--- src/rtl/mc_control_fsm.sv ---
// Multicycle MIPS control unit: Moore FSM sequencing fetch, decode and
// per-class execute steps, decoding datapath controls from the state register.
module mc_control_fsm #(
  parameter logic [5:0] OP_RTYPE = 6'h00,
  parameter logic [5:0] OP_LW    = 6'h23,
  parameter logic [5:0] OP_SW    = 6'h2B,
  parameter logic [5:0] OP_BEQ   = 6'h04,
  parameter logic [5:0] OP_J     = 6'h02
) (
  input  logic       Clk,
  input  logic       Reset,
  input  logic [5:0] Op,
  output logic       PCWrite,
  output logic       PCWriteCond,
  output logic       IorD,
  output logic       MemRead,
  output logic       MemWrite,
  output logic       IRWrite,
  output logic       MemtoReg,
  output logic       RegDst,
  output logic       RegWrite,
  output logic       ALUSrcA,
  output logic [1:0] ALUSrcB,
  output logic [1:0] ALUOp,
  output logic       PCSource,
  output logic       Jump,
  output logic [3:0] State
);

  typedef enum logic [3:0] {
    FETCH  = 4'd0,
    DECODE = 4'd1,
    MEMADR = 4'd2,
    MEMRD  = 4'd3,
    MEMWB  = 4'd4,
    MEMWR  = 4'd5,
    EXEC   = 4'd6,
    RCOMP  = 4'd7,
    BRANCH = 4'd8,
    JUMP   = 4'd9
  } state_t;

  state_t state_q, state_d;

  // Next-state selection; Op is consulted only in DECODE and MEMADR.
  always_comb begin
    state_d = FETCH;
    case (state_q)
      FETCH:  state_d = DECODE;
      DECODE: begin
        if (Op == OP_LW || Op == OP_SW) state_d = MEMADR;
        else if (Op == OP_RTYPE)        state_d = EXEC;
        else if (Op == OP_BEQ)          state_d = BRANCH;
        else if (Op == OP_J)            state_d = JUMP;
        else                            state_d = FETCH;
      end
      MEMADR: state_d = (Op == OP_LW) ? MEMRD : MEMWR;
      MEMRD:  state_d = MEMWB;
      MEMWB:  state_d = FETCH;
      MEMWR:  state_d = FETCH;
      EXEC:   state_d = RCOMP;
      RCOMP:  state_d = FETCH;
      BRANCH: state_d = FETCH;
      JUMP:   state_d = FETCH;
      default: state_d = FETCH;
    endcase
  end

  // State register; reset returns to FETCH immediately.
  always_ff @(posedge Clk or posedge Reset) begin
    if (Reset) state_q <= FETCH;
    else       state_q <= state_d;
  end

  // Moore output decode from the state register alone. Kept as a decode of
  // state_q rather than a separate output register so that stray encodings
  // 10-15 show all-zero controls in the same cycle they appear.
  always_comb begin
    PCWrite     = 1'b0;
    PCWriteCond = 1'b0;
    IorD        = 1'b0;
    MemRead     = 1'b0;
    MemWrite    = 1'b0;
    IRWrite     = 1'b0;
    MemtoReg    = 1'b0;
    RegDst      = 1'b0;
    RegWrite    = 1'b0;
    ALUSrcA     = 1'b0;
    ALUSrcB     = '0;
    ALUOp       = '0;
    PCSource    = 1'b0;
    Jump        = 1'b0;
    case (state_q)
      FETCH: begin
        MemRead = 1'b1;
        IRWrite = 1'b1;
        ALUSrcB = 2'b01;
        PCWrite = 1'b1;
      end
      DECODE: ALUSrcB = 2'b11;
      MEMADR: begin
        ALUSrcA = 1'b1;
        ALUSrcB = 2'b10;
      end
      MEMRD: begin
        MemRead = 1'b1;
        IorD    = 1'b1;
      end
      MEMWB: begin
        RegWrite = 1'b1;
        MemtoReg = 1'b1;
      end
      MEMWR: begin
        MemWrite = 1'b1;
        IorD     = 1'b1;
      end
      EXEC: begin
        ALUSrcA = 1'b1;
        ALUOp   = 2'b10;
      end
      RCOMP: begin
        RegWrite = 1'b1;
        RegDst   = 1'b1;
      end
      BRANCH: begin
        ALUSrcA     = 1'b1;
        ALUOp       = 2'b01;
        PCWriteCond = 1'b1;
        PCSource    = 1'b1;
      end
      JUMP: begin
        PCWrite = 1'b1;
        Jump    = 1'b1;
      end
      default: ;
    endcase
  end

  assign State = state_q;

endmodule

--- config.mk ---
export PLATFORM = sky130hd
export DESIGN_NAME = mc_control_fsm
export DESIGN_NICKNAME = d
export VERILOG_FILES = /design/src/rtl/mc_control_fsm.sv
export SDC_FILE = /design/constraint.sdc
export NUM_CORES = 1
export LEC_CHECK = 0
export CORE_AREA = 2 2 39 41
export DETAILED_ROUTE_END_ITERATION = 8
export DIE_AREA = 0 0 41 43
export PLACE_DENSITY = 0.71
export SKIP_CTS_REPAIR_TIMING = 1
export SLEW_MARGIN = 20
export SYNTH_ARGS = -nofsm -noshare
export SYNTH_HDL_FRONTEND = slang
export SYNTH_SLANG_ARGS = --single-unit
export TNS_END_PERCENT = 1
--- constraint.sdc ---
create_clock -name Clk -period 2.65 [get_ports Clk]
set_input_delay 0.6625 -clock Clk [delete_from_list [all_inputs] [get_ports Clk]]
set_output_delay 0.6625 -clock Clk [all_outputs]
set_load 0.01 [all_outputs]
==> out/metrics.csv, run 1 <==
stage,metric,value,unit
synthesis,avgSynthCellArea,7.58,um2
clock_network,htreeDepth,1,
worst_setup_path,critical_path_buf_inv_count,1,
worst_setup_path,worstPathRequired,1.99,ns
clock_network,numCtsBuffers,3,
synthesis,top_cell,nor3_1,
route,drc,0,
pwr,powerDensity,612,mW/mm2
worst_setup_path,rr_worst_depth,4,
placement,io_buffers,27,
synthesis,mux_area_share,0,%
floorplanning,io_pins,28,
pwr,ir_drop,0.369,mV
clock_network,clk_pin_slew,0.04,ns
worst_setup_path,critPathMaxStageDelay,0.57,ns
floorplanning,die_h,43,um
synthesis,synthTopCellsByCount,"11 x nor3_1, 5 x nor2_1, 4 x clkbuf_1, 4 x dfrtp_1",
synthesis,ys_warn_count,0,
pwr,pwr-share-seq,20.0,%
timing,whs,0.614,ns
final_layout,ff_count,4,
pwr,powerComb,276,uW
synthesis,top_cells_by_area,"dfrtp_1 24%, nor3_1 13%, or4b_1 7.3%, xnor2_1 6.4%, a31oi_1 4.6%",
final_layout,nMultiInputCombCells,41,
pwr,clk-power,72.5,uW
grt,grt_start_max_net_pins,16,
final_layout,clk_share,3.16,%
flow_run,warnings,26,
timing,setup_viol,0,
pwr,power.switching,161,uW
route,antenna_left,0,
synthesis,edf_count,0,
pwr,power.group.top,combinational logic,
final_layout,inv_count,3,
route,drt-initial-drc-count,6,
worst_setup_path,cp.arrival,1.77,ns
clock_network,clock_latency,0.23,ns
status,status,"finished, final reports clean",
synthesis,ff_type,dfrtp_1,
synthesis,ys.flops,4,
synthesis,adder_share,0,%
grt,use_met2,22.5,%
clock_network,cts_tree,done,
synthesis,synthArstFlopShare,100,%
final_layout,clock_buffers,3,
clock_network,cts_max_path_buffers,2,
placement,post-dp-hpwl,819,um
final_layout,seqAreaFraction,14.2,%
synthesis,syn_inst,54,
pwr,finalPower,435,uW
route,routedWlPerCell,10.8,um
final_layout,bufAreaShareNonClock,40.1,%
final_layout,drive_above_1_share,10.0,%
worst_setup_path,end_kind,output port,
timing,drv_slew,0,
worst_setup_path,cp_max_fo,13,
final_layout,largest_reg_flops,4,
synthesis,ys_seq_share,24.5,%
worst_setup_path,cp_cell_sequence,nand2b_1 -> o21a_1 -> nor2_1 -> clkdlybuf4s50_1,
grt,grt.overflow.total,0,
synthesis,simple_gate_share,41.3,%
route,highest_layer,met3,
final_layout,lay_top_count,clkdlybuf4s50_1,
final_layout,stdcell_count,96,
timing,tightest_slew,0.409,ns
worst_setup_path,cpLargestDelayFamily,flip-flops,
final_layout,fin_util,51.4,%
final_layout,dominant_cells,non-clock buffers,
synthesis,syn_area,409,um2
final_layout,comb_area_share,38.1,%
grt,antenna_found_initial,0,
placement,placed_cells,93,
floorplanning,fp-row-count,14,
final_layout,n_antenna_cell,0,
clock_network,cts-root-buf,clkbuf_4,
worst_setup_path,r2r_slack,0.89,ns
timing,rsz0062_at_grt,no,
synthesis,yosysUniqueCellTypes,23,
synthesis,synthTopLogicFamily,simple AND/OR/NAND/NOR gates,
pwr,cellInternalPower,274,uW
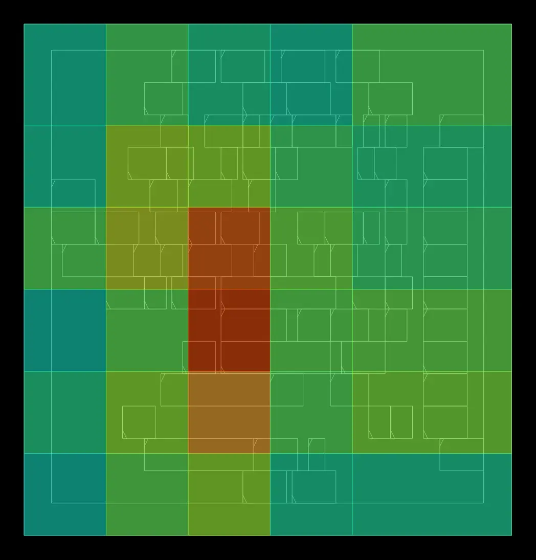
Fig. 1. Congestion heat map (run 1).
gr usage total: 13.0%
M1 GR Usage: 12.7%
gr busiest metal: met2

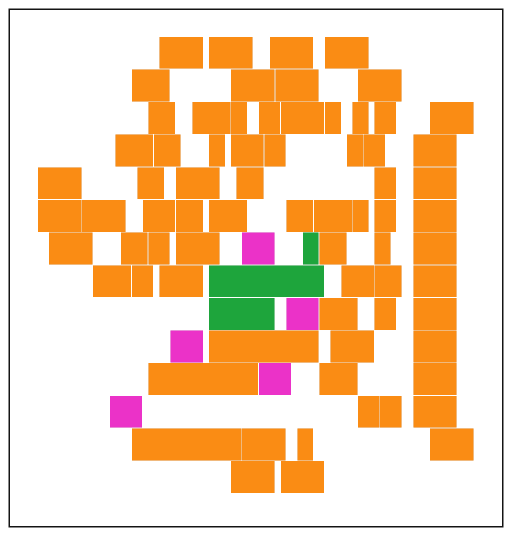
Fig. 2. Sizing map (run 1).
(12 px per um)
Key: x1 and smaller = orange [cells 72, share 90%, most used clkdlybuf4s50_1]; x3 and x4 = magenta [cells 5, share 6.3%, most used clkbuf_4]; x2 = green [cells 3, share 3.8%]
Final WS setup: 0.214 ns
post-layout instance area: 712 um2
Synth-to-Final Area Change: 74.0%
Buffers excl. clock: 29

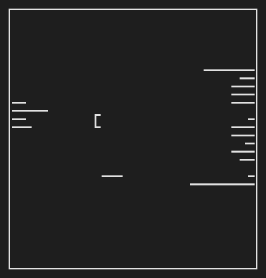
Fig. 3. M3 wires (run 1).
(6 px per um)
19 nets have wire on it. The longest straight run is 10.5 um. The wires run mostly horizontal. The layer carries 66.8 um of wire.
GRT met3 Usage: 3.14%
routed vias: 498

--- run 2 (diff from run 1) ---
- SLEW_MARGIN: 20 -> 40
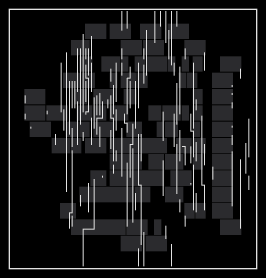
Fig. 4. The metal 2 layer (run 2).
(6 px per um)
The layer holds 52% of the routed length. The longest straight run is 23.1 um. The wires run mostly vertical. 78 nets have wire on it.
total wire length: 1040 um
met2 usage: 22.5%

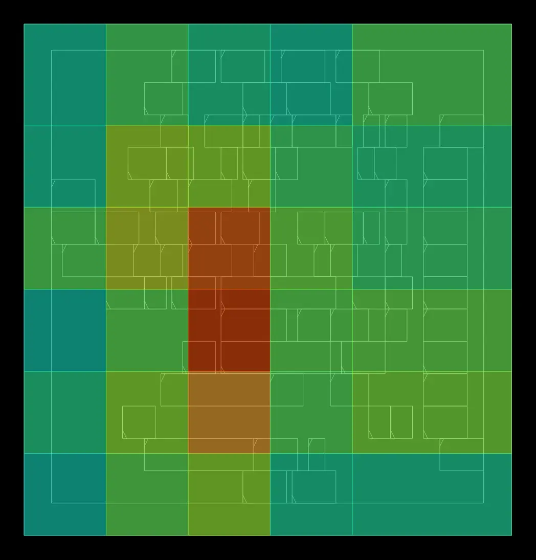
Fig. 5. Congestion heat map (run 2).
wire per inst: 10.8 um
final core occ: 51.4%

==> run 2 against run 1 <==
  * Final area stayed put
  * Cell count is the same
  * Sequential share of layout area is the same
  * Combinational power is essentially flat
  * Global-route usage stayed put
  * Die size did not move
  * First-iteration DRC count unchanged
  * Area after synthesis is the same
  * Non-clock buffer count is the same
  * Total power did not move
  * Largest cell class unchanged
==> out/metrics.csv, run 2 <==
stage,metric,value,unit
synthesis,xor_share,10.7,%
final_layout,drive_above_1_share,10.0,%
route,highest_layer,met3,
final_layout,dominant_cells,non-clock buffers,
grt,grt_pass1_vias,397,
final_layout,area_growth,74.0,%
synthesis,ff_type,dfrtp_1,
final_layout,flop_area,101,um2
flow_run,warnings,26,
floorplanning,fp-utilization,29.6,%
synthesis,yosys.area.top_type_share,24.5,%
placement,post_dp_cell_area,688,um2
pwr,p_comb_share,63.3,%
synthesis,ys_seq_share,24.5,%
clock_network,numCtsBuffers,3,
timing,finalWorstSetupSlack,0.214,ns
pwr,clkPwrFrac,16.6,%
synthesis,synth.net_count,62,
timing,setup_viol,0,
worst_setup_path,cp-startpoint,State[3],
final_layout,mi_logic_area,272,um2
synthesis,ys_warn_count,0,
synthesis,top_cells_by_area,"dfrtp_1 24%, nor3_1 13%, or4b_1 7.3%, xnor2_1 6.4%, a31oi_1 4.6%",
clock_network,cts_max_path_buffers,2,
final_layout,fin_area,712,um2
synthesis,avgSynthCellArea,7.58,um2
clock_network,clock_latency,0.23,ns
synthesis,synthTopLogicFamily,simple AND/OR/NAND/NOR gates,
pwr,ir_drop,0.369,mV
worst_setup_path,end_kind,output port,
worst_setup_path,critPathLaunchType,flop,
grt,grt_start_max_net_pins,16,
synthesis,yosysUniqueCellTypes,23,
floorplanning,dieArea,0.00176,mm2
clock_network,clk_pin_slew,0.04,ns
placement,placed_cells,93,
timing,whs,0.614,ns
grt,grt_use_met1,12.7,%
final_layout,most-common-layout-cells,"27 x clkdlybuf4s50_1, 11 x nor3_1, 5 x nor2_1",
synthesis,simple_gate_share,41.3,%
final_layout,bufAreaShareNonClock,40.1,%
final_layout,n_antenna_cell,0,
timing,setup_tns,0,ns
synthesis,syn_area,409,um2
floorplanning,die_h,43,um
synthesis,synthArstFlopShare,100,%
route,drt-met1-wl,429,um
grt,antenna_found_initial,0,
final_layout,inv_count,3,
pwr,pwr-share-seq,20.0,%
worst_setup_path,slowest_stage,dfrtp_1,
route,drc,0,
worst_setup_path,r2r_slack,0.89,ns
pwr,swShare,37.0,%
synthesis,edf_count,0,
grt,grtUsageMet3,3.14,%
timing,timing.final.crit_share,91.9,%
final_layout,comb_area_share,38.1,%
final_layout,lay_top_count,clkdlybuf4s50_1,
pwr,clk-power,72.5,uW
route,vias,498,
timing,relSlewSlack,72.3,%
pwr,power.switching,161,uW
pwr,power.group.top,combinational logic,
grt,grt.overflow.total,0,
worst_setup_path,critical_path_buf_inv_count,1,
timing,fin_skew,0.00416,ns
pwr,p_seq,87.1,uW
synthesis,mux_area_share,0,%
route,wl_met3,66,um
clock_network,cts-root-buf,clkbuf_4,
route,avgViaCountPerCell,5.19,
grt,busiest_layer,met2,
worst_setup_path,critPathMaxStageDelay,0.57,ns
placement,io_buffers,27,
final_layout,stdcell_count,96,
pwr,cellInternalPower,274,uW
route,antenna_left,0,
clock_network,cts_sinks,4,
floorplanning,coreArea,0.00138,mm2
worst_setup_path,cp.arrival,1.77,ns
pwr,finalPower,435,uW
final_layout,clk_share,3.16,%
final_layout,buffers_excl_clock,29,
worst_setup_path,worstPathRequired,1.99,ns
pwr,powerDensity,612,mW/mm2
final_layout,clock_buffers,3,
placement,post-dp-hpwl,819,um
grt,grtUsageTotal,13.0,%
worst_setup_path,reg2reg_from,State[2],
final_layout,nMultiInputCombCells,41,
placement,post-place-ws,0.128,ns
floorplanning,fp-row-count,14,
worst_setup_path,cpLargestDelayFamily,flip-flops,
route,first_pass_iters,4,
route,drt-initial-drc-count,6,
synthesis,ys.flops,4,
final_layout,largest_reg_flops,4,
worst_setup_path,cp_cell_sequence,nand2b_1 -> o21a_1 -> nor2_1 -> clkdlybuf4s50_1,
status,status,"finished, final reports clean",
floorplanning,io_pins,28,
final_layout,ff_count,4,
worst_setup_path,r2r_end,State[1],
synthesis,adder_share,0,%
timing,rsz0062_at_grt,no,
pwr,p_leak,0.267,nW
synthesis,syn_inst,54,
floorplanning,die_w,41,um
timing,tightest_slew,0.409,ns
timing,drv_slew,0,
worst_setup_path,cp_max_fo,13,
synthesis,synthTopCellsByCount,"11 x nor3_1, 5 x nor2_1, 4 x clkbuf_1, 4 x dfrtp_1",
synthesis,top_cell,nor3_1,
clock_network,htreeDepth,1,
placement,place.gp.congestion,0.721,
final_layout,seqAreaFraction,14.2,%
worst_setup_path,rr_worst_depth,4,
clock_network,cts_tree,done,
pwr,powerComb,276,uW
No activity file was given, so power comes from the tool's default toggle rates.
